**config.mk**
```make
export PLATFORM = sky130hd
export DESIGN_NAME = grain_keystream_ctrl
export DESIGN_NICKNAME = d
export VERILOG_FILES = /design/src/rtl/grain_pkg.sv /design/src/rtl/grain_byte_fifo.sv /design/src/rtl/grain_keystream_ctrl.sv
export SDC_FILE = /design/constraint.sdc
export NUM_CORES = 1
export LEC_CHECK = 0
export CAP_MARGIN = 25
export CELL_PAD_IN_SITES_DETAIL_PLACEMENT = 1
export CELL_PAD_IN_SITES_GLOBAL_PLACEMENT = 1
export CORE_MARGIN = 1.5
export CORE_UTILIZATION = 34
export CTS_BUF_LIST = sky130_fd_sc_hd__clkbuf_4
export CTS_CLUSTER_DIAMETER = 40
export DETAILED_ROUTE_END_ITERATION = 16
export PLACE_DENSITY = 0.8
export SLEW_MARGIN = 20
export SYNTH_ARGS = -nofsm -noshare
export SYNTH_HDL_FRONTEND = slang
export SYNTH_SLANG_ARGS = --single-unit
```
**constraint.sdc**
```tcl
create_clock -name Clk -period 2.45 [get_ports Clk]
set_input_delay 0.245 -clock Clk [delete_from_list [all_inputs] [get_ports Clk]]
set_output_delay 0.245 -clock Clk [all_outputs]
set_load 0.01 [all_outputs]
```
**src/rtl/grain_pkg.sv**
```systemverilog
// Shared types and widths for the Grain keystream controller.
package grain_pkg;

    localparam int unsigned KEY_W      = 80;
    localparam int unsigned IV_W       = 24;
    localparam int unsigned GRAIN_IN_W = 104;
    localparam int unsigned BYTE_W     = 8;
    localparam int unsigned INIT_CNT_W = 10;

    typedef enum logic [1:0] {
        IDLE = 2'd0,
        LOAD = 2'd1,
        INIT = 2'd2,
        RUN  = 2'd3
    } state_e;

endpackage

```
**src/rtl/grain_byte_fifo.sv**
```systemverilog
// Small byte FIFO for keystream output.
// Ports: clk, rst_n (async active-low), flush (sync clear), push/push_data,
//        pop, head_data (head entry), full, empty (registered flags).
// A push while full is accepted only when a pop happens in the same cycle.
module grain_byte_fifo #(
    parameter int unsigned DEPTH  = 4,
    parameter int unsigned DATA_W = 8
) (
    input  logic              clk,
    input  logic              rst_n,
    input  logic              flush,
    input  logic              push,
    input  logic [DATA_W-1:0] push_data,
    input  logic              pop,
    output logic [DATA_W-1:0] head_data,
    output logic              full,
    output logic              empty
);

    localparam int unsigned AW = (DEPTH > 1) ? $clog2(DEPTH) : 1;
    localparam int unsigned CW = AW + 1;

    logic [DATA_W-1:0] mem [DEPTH];
    logic [AW-1:0]     rd_ptr;
    logic [AW-1:0]     wr_ptr;
    logic [CW-1:0]     count;
    logic [CW-1:0]     count_nxt;
    logic              wr_en;
    logic              rd_en;

    // Pop frees a slot first, so push+pop while full is honoured.
    always_comb begin
        rd_en     = pop && !empty && !flush;
        wr_en     = push && !flush && (!full || rd_en);
        count_nxt = count + CW'(wr_en) - CW'(rd_en);
    end

    // Storage, pointers and occupancy flags.
    always_ff @(posedge clk or negedge rst_n) begin
        if (!rst_n) begin
            for (int i = 0; i < int'(DEPTH); i++) begin
                mem[i] <= '0;
            end
            rd_ptr <= '0;
            wr_ptr <= '0;
            count  <= '0;
            empty  <= 1'b1;
            full   <= 1'b0;
        end else if (flush) begin
            rd_ptr <= '0;
            wr_ptr <= '0;
            count  <= '0;
            empty  <= 1'b1;
            full   <= 1'b0;
        end else begin
            if (wr_en) begin
                mem[wr_ptr] <= push_data;
                wr_ptr      <= wr_ptr + AW'(1);
            end
            if (rd_en) begin
                rd_ptr <= rd_ptr + AW'(1);
            end
            count <= count_nxt;
            empty <= (count_nxt == '0);
            full  <= (count_nxt == CW'(DEPTH));
        end
    end

    assign head_data = mem[rd_ptr];

endmodule

```
**src/rtl/grain_keystream_ctrl.sv**
```systemverilog
// Grain control and output stage: loads key/IV into Grain, discards the
// initialization rounds, packs f into LSB-first bytes and queues them.
// Ports: Clk, rst (async active-low), start/stop pulses, key/iv,
//        grain_load/grain_par_in to Grain, grain_f from Grain,
//        ks_data/ks_valid/ks_ready output handshake, busy, init_done,
//        overflow (sticky dropped-byte flag).
module grain_keystream_ctrl
    import grain_pkg::*;
#(
    parameter int unsigned INIT_CYCLES = 160,
    parameter int unsigned DEPTH       = 4
) (
    input  logic                  Clk,
    input  logic                  rst,
    input  logic                  start,
    input  logic                  stop,
    input  logic [KEY_W-1:0]      key,
    input  logic [IV_W-1:0]       iv,
    output logic                  grain_load,
    output logic [GRAIN_IN_W-1:0] grain_par_in,
    input  logic                  grain_f,
    output logic [BYTE_W-1:0]     ks_data,
    output logic                  ks_valid,
    input  logic                  ks_ready,
    output logic                  busy,
    output logic                  init_done,
    output logic                  overflow
);

    state_e                state;
    logic [KEY_W-1:0]      key_reg;
    logic [IV_W-1:0]       iv_reg;
    logic [INIT_CNT_W-1:0] init_cnt;
    logic [2:0]            bit_cnt;
    logic [6:0]            shreg;

    logic                  start_ok;
    logic                  stop_ok;
    logic                  sample;
    logic                  push;
    logic                  pop;
    logic [BYTE_W-1:0]     byte_c;
    logic                  fifo_full;
    logic                  fifo_empty;

    // Handshake qualifiers; start beats stop in RUN.
    always_comb begin
        start_ok = start && ((state == IDLE) || (state == RUN));
        stop_ok  = stop && (state == RUN) && !start;
        sample   = (state == RUN) && !start && !stop;
        push     = sample && (bit_cnt == 3'd7);
        byte_c   = {grain_f, shreg};
        pop      = ks_valid && ks_ready;
    end

    // Control FSM with counters, byte shifter and sticky overflow.
    always_ff @(posedge Clk or negedge rst) begin
        if (!rst) begin
            state      <= IDLE;
            key_reg    <= '0;
            iv_reg     <= '0;
            init_cnt   <= '0;
            bit_cnt    <= '0;
            shreg      <= '0;
            grain_load <= 1'b0;
            busy       <= 1'b0;
            init_done  <= 1'b0;
            overflow   <= 1'b0;
        end else begin
            grain_load <= 1'b0;

            if (start_ok) begin
                overflow <= 1'b0;
            end else if (push && fifo_full && !pop) begin
                overflow <= 1'b1;
            end

            case (state)
                IDLE: begin
                    if (start) begin
                        key_reg    <= key;
                        iv_reg     <= iv;
                        bit_cnt    <= '0;
                        grain_load <= 1'b1;
                        busy       <= 1'b1;
                        state      <= LOAD;
                    end
                end
                LOAD: begin
                    init_cnt <= '0;
                    state    <= INIT;
                end
                INIT: begin
                    if (init_cnt == INIT_CNT_W'(INIT_CYCLES - 1)) begin
                        init_cnt  <= '0;
                        init_done <= 1'b1;
                        state     <= RUN;
                    end else begin
                        init_cnt <= init_cnt + INIT_CNT_W'(1);
                    end
                end
                RUN: begin
                    if (start_ok) begin
                        key_reg    <= key;
                        iv_reg     <= iv;
                        bit_cnt    <= '0;
                        grain_load <= 1'b1;
                        init_done  <= 1'b0;
                        state      <= LOAD;
                    end else if (stop_ok) begin
                        bit_cnt   <= '0;
                        busy      <= 1'b0;
                        init_done <= 1'b0;
                        state     <= IDLE;
                    end else begin
                        // Shift right so the first bit lands in byte bit 0.
                        shreg   <= {grain_f, shreg[6:1]};
                        bit_cnt <= bit_cnt + 3'd1;
                    end
                end
                default: state <= IDLE;
            endcase
        end
    end

    assign grain_par_in = {iv_reg, key_reg};
    assign ks_valid     = !fifo_empty;

    grain_byte_fifo #(
        .DEPTH  (DEPTH),
        .DATA_W (BYTE_W)
    ) u_fifo (
        .clk       (Clk),
        .rst_n     (rst),
        .flush     (start_ok),
        .push      (push),
        .push_data (byte_c),
        .pop       (pop),
        .head_data (ks_data),
        .full      (fifo_full),
        .empty     (fifo_empty)
    );

endmodule

```
**Floorplan with the power grid**

Bar = 50 um. Pins as bars on the die edge. Tap cells in grey.
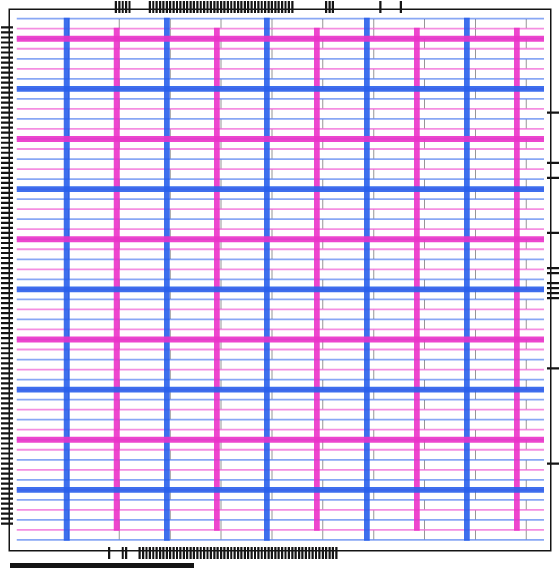
net	colour
VSS	blue
VDD	magenta
tap cells	270
met5 straps	10
met1 rails	53

**Wire density map**

The die is cut into 29 by 29 equal tiles; dark blue is low, red is high, scaled to the fullest tile. Values are wire area over tile area, all layers added.
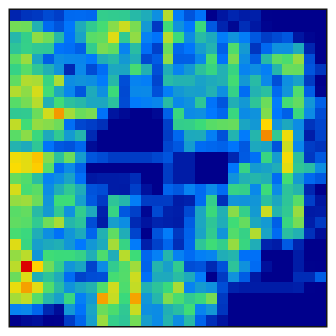
tiles over half the peak	18%
mean over tiles	0.14
nearly empty tiles	13%
fullest tile	0.48

==> impl_metrics.csv <==
group,metric,value,unit
status,status,"finished, final reports clean",
layout,largest_register_ffs,80,
clock_network,cts.clk_slew.worst_paths,0.16,ns
global_route,grt_pass1_wl,30.9,mm
clock_network,cts_tree,"done",
critical_path,reg2regPathDepth,13,
route,wl_per_cell,19.1,um
timing,tns,0,ns
critical_path,critical_path.top_delay_family,"adder cells",
synth,ys_cells,465,
timing,setup-violations-final,0,
timing,fmax,412,MHz
synth,synth.area.mux_share,26.1,%
clock_network,cts_resized,12,
layout,clkCellAreaFrac,2.57,%
power_and_ir_drop,p_clk,0.00156,W
global_route,gr-usage-all-layers,18.7,%
critical_path,cp.depth,13,
synth,ff_type,"dfrtp_1",
critical_path,worstSetupPathType,"flop to flop",
timing,tightest_slew,0.728,ns
synth,syn_inst,465,
timing,hold_viol_final,0,
flow_run,tool_warnings,33,
floorplanning,ios,227,
global_route,grt_util_met2,34.0,%
layout,nFillCells,2033,
critical_path,r2r_end,"u_fifo.empty",
synth,ys_ff,171,
power_and_ir_drop,p_sw_share,28.1,%
layout,signal_buffers,250,
clock_network,ctsHoldBuffers,1,
**Wires at chosen ports, followed through buffers**

Bar = 50 um.
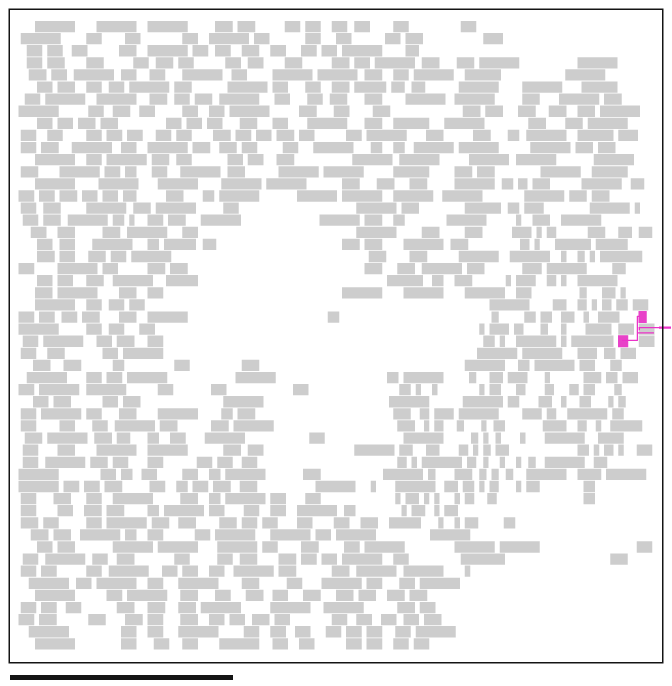
port	colour	bits	direction	end cells	buffers	wire
ks_ready	magenta	1	input	2	1	17.8 um

**Cell placement**

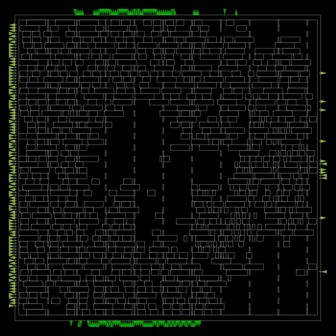
sequential cell area share: 42.5%
Core Footprint: 0.0202 mm2
well tap count: 270
row cnt: 52

[logic make-up after synthesis]
| logic type | Yosys count |
|---|---|
| buffers and inverters | 29 |
| flip-flops | 171 |
| XOR/XNOR | 10 |
| AND/OR/NAND/NOR | 68 |
| adder cells (fa/ha/maj) | 13 |
| AND-OR/OR-AND | 20 |
| multiplexers | 154 |
[stage by stage]
step           setup WS, ns  cells  utilization (%)  hold WS, ns
2_1_floorplan        0.0230    465                -      -0.0506
3_3_place_gp         0.0190    964             48.2        0.321
3_5_place_dp         -0.140    964             48.2        0.329
4_1_cts             0.00177    999             49.6        0.212
5_1_grt              -0.113   1000             49.8        0.192
6_report             0.0237   1000             49.8        0.252
